<file path="src/rtl/vm2002_coin_acceptor.sv">
// Coin front-end for the vm2002 vending core: session window, credit accumulation, offer/refund.
// Optional per-denomination statistics are built when VM2002_COIN_STATS_EN is defined.
module vm2002_coin_acceptor #(
  parameter int TIMEOUT_CYCLES = 64,
  parameter int CREDIT_W       = 10,
  parameter int MAX_CREDIT     = 500
) (
  input  logic                clk,
  input  logic                hrst_n,
  input  logic                srst,
  input  logic                insert_coins,
  input  logic                coin_valid,
  input  logic [1:0]          coin,
  input  logic                select,
  output logic                coin_ack,
  output logic                coin_reject,
  output logic                start_timer,
  output logic                timeout,
  output logic [CREDIT_W-1:0] credit,
  output logic                credit_valid,
  input  logic                credit_ready,
  output logic                refund_valid,
  output logic [CREDIT_W-1:0] refund_amount,
  output logic [31:0]         coin_stats
);

  // state   | meaning
  // IDLE    | no session, coins returned, credit shown as 0
  // COLLECT | window running, coins accumulate
  // OFFER   | final credit offered to the core, timer frozen
  // REFUND  | one-cycle refund strobe, then back to IDLE
  typedef enum logic [1:0] {IDLE, COLLECT, OFFER, REFUND} state_t;

  localparam int TW = $clog2(TIMEOUT_CYCLES + 1);
  typedef logic [CREDIT_W:0] sum_t;
  typedef logic [TW-1:0]     timer_t;

  state_t state;
  timer_t timer;
  sum_t   coin_value;
  sum_t   credit_sum;
  logic   fits;
  logic   coin_take;

  // The extra sum bit keeps the ceiling compare from wrapping.
  always_comb begin
    coin_value = '0;
    unique case (coin)
      2'd0: coin_value = sum_t'(5);
      2'd1: coin_value = sum_t'(10);
      2'd2: coin_value = sum_t'(25);
      2'd3: coin_value = sum_t'(100);
    endcase
    credit_sum = {1'b0, credit} + coin_value;
    fits       = credit_sum <= sum_t'(MAX_CREDIT);
    coin_take  = (state == COLLECT) && !srst && coin_valid && fits;
  end

  always_ff @(posedge clk) begin
    if (!hrst_n) begin
      state         <= IDLE;
      timer         <= '0;
      credit        <= '0;
      coin_ack      <= 1'b0;
      coin_reject   <= 1'b0;
      start_timer   <= 1'b0;
      timeout       <= 1'b0;
      credit_valid  <= 1'b0;
      refund_valid  <= 1'b0;
      refund_amount <= '0;
    end else begin
      coin_ack    <= 1'b0;
      coin_reject <= 1'b0;
      timeout     <= 1'b0;
      unique case (state)
        IDLE: begin
          credit      <= '0;
          coin_reject <= coin_valid;
          if (insert_coins) begin
            state       <= COLLECT;
            timer       <= timer_t'(TIMEOUT_CYCLES);
            start_timer <= 1'b1;
          end
        end
        COLLECT: begin
          if (srst) begin
            coin_reject <= coin_valid;
            start_timer <= 1'b0;
            if (credit != '0) begin
              state         <= REFUND;
              refund_valid  <= 1'b1;
              refund_amount <= credit;
            end else begin
              state <= IDLE;
            end
          end else begin
            if (coin_take) begin
              credit   <= credit_sum[CREDIT_W-1:0];
              coin_ack <= 1'b1;
              timer    <= timer_t'(TIMEOUT_CYCLES);
            end else begin
              coin_reject <= coin_valid;
              if (timer != '0) timer <= timer - timer_t'(1);
            end
            if (select) begin
              state        <= OFFER;
              start_timer  <= 1'b0;
              credit_valid <= 1'b1;
            end else if (!coin_take && timer == '0) begin
              timeout     <= 1'b1;
              start_timer <= 1'b0;
              if (credit != '0) begin
                state         <= REFUND;
                refund_valid  <= 1'b1;
                refund_amount <= credit;
              end else begin
                state <= IDLE;
              end
            end
          end
        end
        OFFER: begin
          coin_reject <= coin_valid;
          if (credit_ready) begin
            credit_valid <= 1'b0;
            credit       <= '0;
            state        <= IDLE;
          end else if (srst) begin
            credit_valid <= 1'b0;
            if (credit != '0) begin
              state         <= REFUND;
              refund_valid  <= 1'b1;
              refund_amount <= credit;
            end else begin
              state <= IDLE;
            end
          end
        end
        REFUND: begin
          coin_reject   <= coin_valid;
          refund_valid  <= 1'b0;
          refund_amount <= '0;
          credit        <= '0;
          state         <= IDLE;
        end
      endcase
    end
  end

`ifdef VM2002_COIN_STATS_EN
  logic [7:0] stats [4];

  always_ff @(posedge clk) begin
    if (!hrst_n) begin
      for (int i = 0; i < 4; i++) stats[i] <= '0;
    end else if (coin_take && stats[coin] != 8'hFF) begin
      stats[coin] <= stats[coin] + 8'd1;
    end
  end

  assign coin_stats = {stats[3], stats[2], stats[1], stats[0]};
`else
  assign coin_stats = '0;
`endif

endmodule
</file>
<file path="config.mk">
export PLATFORM = sky130hd
export DESIGN_NAME = vm2002_coin_acceptor
export DESIGN_NICKNAME = d
export VERILOG_FILES = /design/src/rtl/vm2002_coin_acceptor.sv
export SDC_FILE = /design/constraint.sdc
export NUM_CORES = 1
export LEC_CHECK = 0
export ABC_CLOCK_PERIOD_IN_PS = 4200
export CAP_MARGIN = 0
export CORE_MARGIN = 5
export CORE_UTILIZATION = 48
export CTS_CLUSTER_DIAMETER = 60
export DETAILED_ROUTE_END_ITERATION = 8
export PLACE_DENSITY = 0.8
export SYNTH_ARGS = -nofsm -noshare
export SYNTH_HDL_FRONTEND = slang
export SYNTH_SLANG_ARGS = --single-unit
</file>
<file path="constraint.sdc">
create_clock -name clk -period 4.2 [get_ports clk]
set_input_delay 0.84 -clock clk [delete_from_list [all_inputs] [get_ports clk]]
set_output_delay 0.84 -clock clk [all_outputs]
set_load 0.01 [all_outputs]
</file>
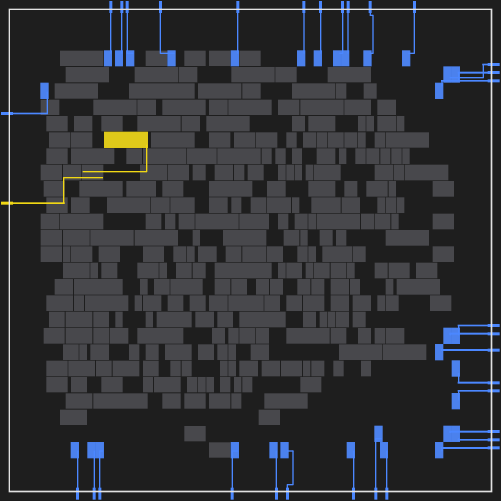
Fig. 1. Wires at chosen ports, followed through buffers.
(6 px per um)
| colour | port | bits | direction | edge | end cells | buffers | wire |
|---|---|---|---|---|---|---|---|
| yellow | coin_ack | 1 | output | left | 1 | 1 | 34.2 um |
| blue | coin_stats | 32 | output | 11 right, 11 top, 9 bottom, 1 left | 32 | 0 | 230 um |
Top Ports: 67
I/O Buffers: 34

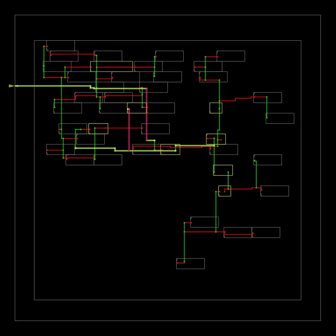
Fig. 2. Clock wiring as the flow saved it.
seq_cells: 35
Num CTS Buffers: 5
clock buf count: 5

==> reports/results.ini <==
[min_path]
holdCritPathClass=register to register

[critical_path]
cp-start-kind=primary input
cp-end-kind=register
cp_top_family=AND-OR/OR-AND gates
cp_num_buf_inv=4

[clock_network]
ctsLongestPathBuffers=2
clk_latency_ns=0.29
clkSinkCount=35
cts_hold_buffers=0
post-cts-setup-buffers=0

[global_route]
grt_pass1_vias=1968
grt_overflow=0
grt_pass1_wl_um=9510

[route]
wl_per_cell_um=16.0
vias=2085
firstDrtPassIters=4
met2_length_um=3150
dr.max_layer_used=met4
drtIter0Drc=123
detail-route-antenna-nets=0
drc_errors=0
vias_per_cell=5.44

[status]
status=finished, final reports clean

[synth]
ys.flop_type=dfxtp_1
async_flop_share_pct=0
synthDistinctLibCells=61
yosysCellCount=261
ys_seq_share_pct=29.7
synth-edff-count=0

[power_and_ir_drop]
clkPwrFrac_pct=32.2
p_seq_share_pct=38.4
p_int_mw=0.654
p_leak_nw=1.19
switching_power_mw=0.317

[placement]
dp_hpwl_um=4340
gp_congestion=0.865

[sta]
timing.hold.ws_ns=0.475
max_slew_margin_pct=44.1
fin_crit_sh_pct=96.6
timing.fmax_ghz=0.247
fin_skew_ns=0.00396
finalCriticalPeriod_ns=4.06

[floorplan]
fp_util_pct=49.7

[layout]
layout.area.comb_um2=1450

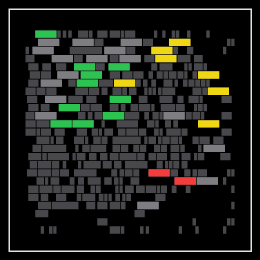
Fig. 3. Where the registers sit.
(3 px per um) Other sequential cells in the stronger grey, the rest of the logic in the fainter grey.
| colour | name in the netlist | flops |
|---|---|---|
| red | state | 2 |
| yellow | timer | 7 |
| green | credit | 10 |
not coloured: 16
sequential cell area: 701 um2
flop share of the area: 23.9%
Core Util, Final: 61.6%
sequential logic power: 0.373 mW

## final timing paths
path | startpoint | to | slack (ns) | depth (start not counted)
worst max-delay path | coin[1] | credit[1] | 0.14 | 15
worst max register to register | credit[0] | credit[1] | 1.27 | 11
worst min-delay path | refund_amount[7] | refund_amount[7] | 0.47 | 1
worst min register to register | refund_amount[7] | refund_amount[7] | 0.47 | 1
## cell usage in the layout, fill, tap and decap left out, types with 2 or more instances in the layout
cell type         n
nor3b_1           2
a21oi_1          10
clkdlybuf4s50_1  34
nor3_1            6
conb_1           32
a311oi_1          2
a21o_1            2
nor2b_1           6
nand3_1           5
buf_4            21
and4_1            3
xnor2_1           4
dfxtp_1          35
inv_1            11
a32o_1            6
clkbuf_8          5
o21ai_1           2
a31oi_1           7
xor2_1            2
o21ai_0          10
and4b_1           2
and3_1            4
ha_1             12
o211ai_1          4
nand2b_1          2
a22o_1           10
nor2_1           19
buf_6             2
a31o_2            4
nand4_1           5
nand2_1          12
## through the flow
| stage | std cells | setup TNS (ns) | total power [mW] | worst slack [ns] | cell area (um2) |
|---|---|---|---|---|---|
| finish | 383 | 0 | 0.971 | 0.144 | 2930 |
| global route | 383 | -0.0232 | 1.02 | -0.0111 | 2930 |
| CTS | 378 | 0 | 0.958 | 0.0168 | 2850 |
| detailed placement | 370 | -4.94 | 0.645 | -0.244 | 2730 |
| global placement | 370 | -1.92 | 0.637 | -0.123 | 2730 |
| floorplan | 292 | 0 | 0.587 | 0.486 | 2480 |
## cell usage after synthesis (2+ instances only)
master     n  area (um2)
a21o_1     2        15.0
a21oi_1   10        50.1
a22o_1    10        87.6
a311oi_1   2        17.5
a31o_2     4        35.0
a31oi_1    7        43.8
a32o_1     6        60.1
and3_1     4        25.0
and4_1     3        26.3
and4b_1    2        20.0
buf_4     34         255
buf_6      4        45.0
clkbuf_1   3        11.3
dfxtp_1   35         701
ha_1      13         163
inv_1     11        41.3
nand2_1   12        45.0
nand2b_1   2        12.5
nand3_1    5        25.0
nand4_1    5        31.3
nor2_1    19        71.3
nor2b_1    6        37.5
nor3_1     6        30.0
nor3b_1    2        15.0
o211ai_1   4        30.0
o21ai_0   10        50.1
o21ai_1    2        10.0
xnor2_1    4        35.0
xor2_1     2        17.5
## final cells by class
class | instances | share of cell area, %
clock buffer | 5 | 2.35
clock inverter | 3 | 1.62
inverter | 11 | 1.41
multi-input combinational | 204 | 49.4
sequential | 35 | 23.9
tap | 67 | 2.86
timing repair buffer | 58 | 18.5
## registers in the layout, summed over array words and instances, names as in the netlist, 2 cells and up
signal / cells
credit: 10
refund_amount: 10
state: 2
timer: 7
## logic make-up after synthesis
logic type / share of synthesized area (%)
AND-OR/OR-AND: 25.7
XOR/XNOR: 2.91
flip-flops: 29.7
buffers and inverters: 15.8
AND/OR/NAND/NOR: 18.0
adder cells (fa/ha/maj): 7.74
other: 0.159
## power by group through the flow
stage               Sequential, mW  Combinational (mW)  Clock [mW]
global placement             0.380               0.257           0
detailed placement           0.381               0.265           0
finish                       0.373               0.285       0.313
CTS                          0.373               0.268       0.317
floorplan                    0.373               0.214           0
global route                 0.377               0.310       0.333
No activity file was given, so power comes from the tool's default toggle rates.
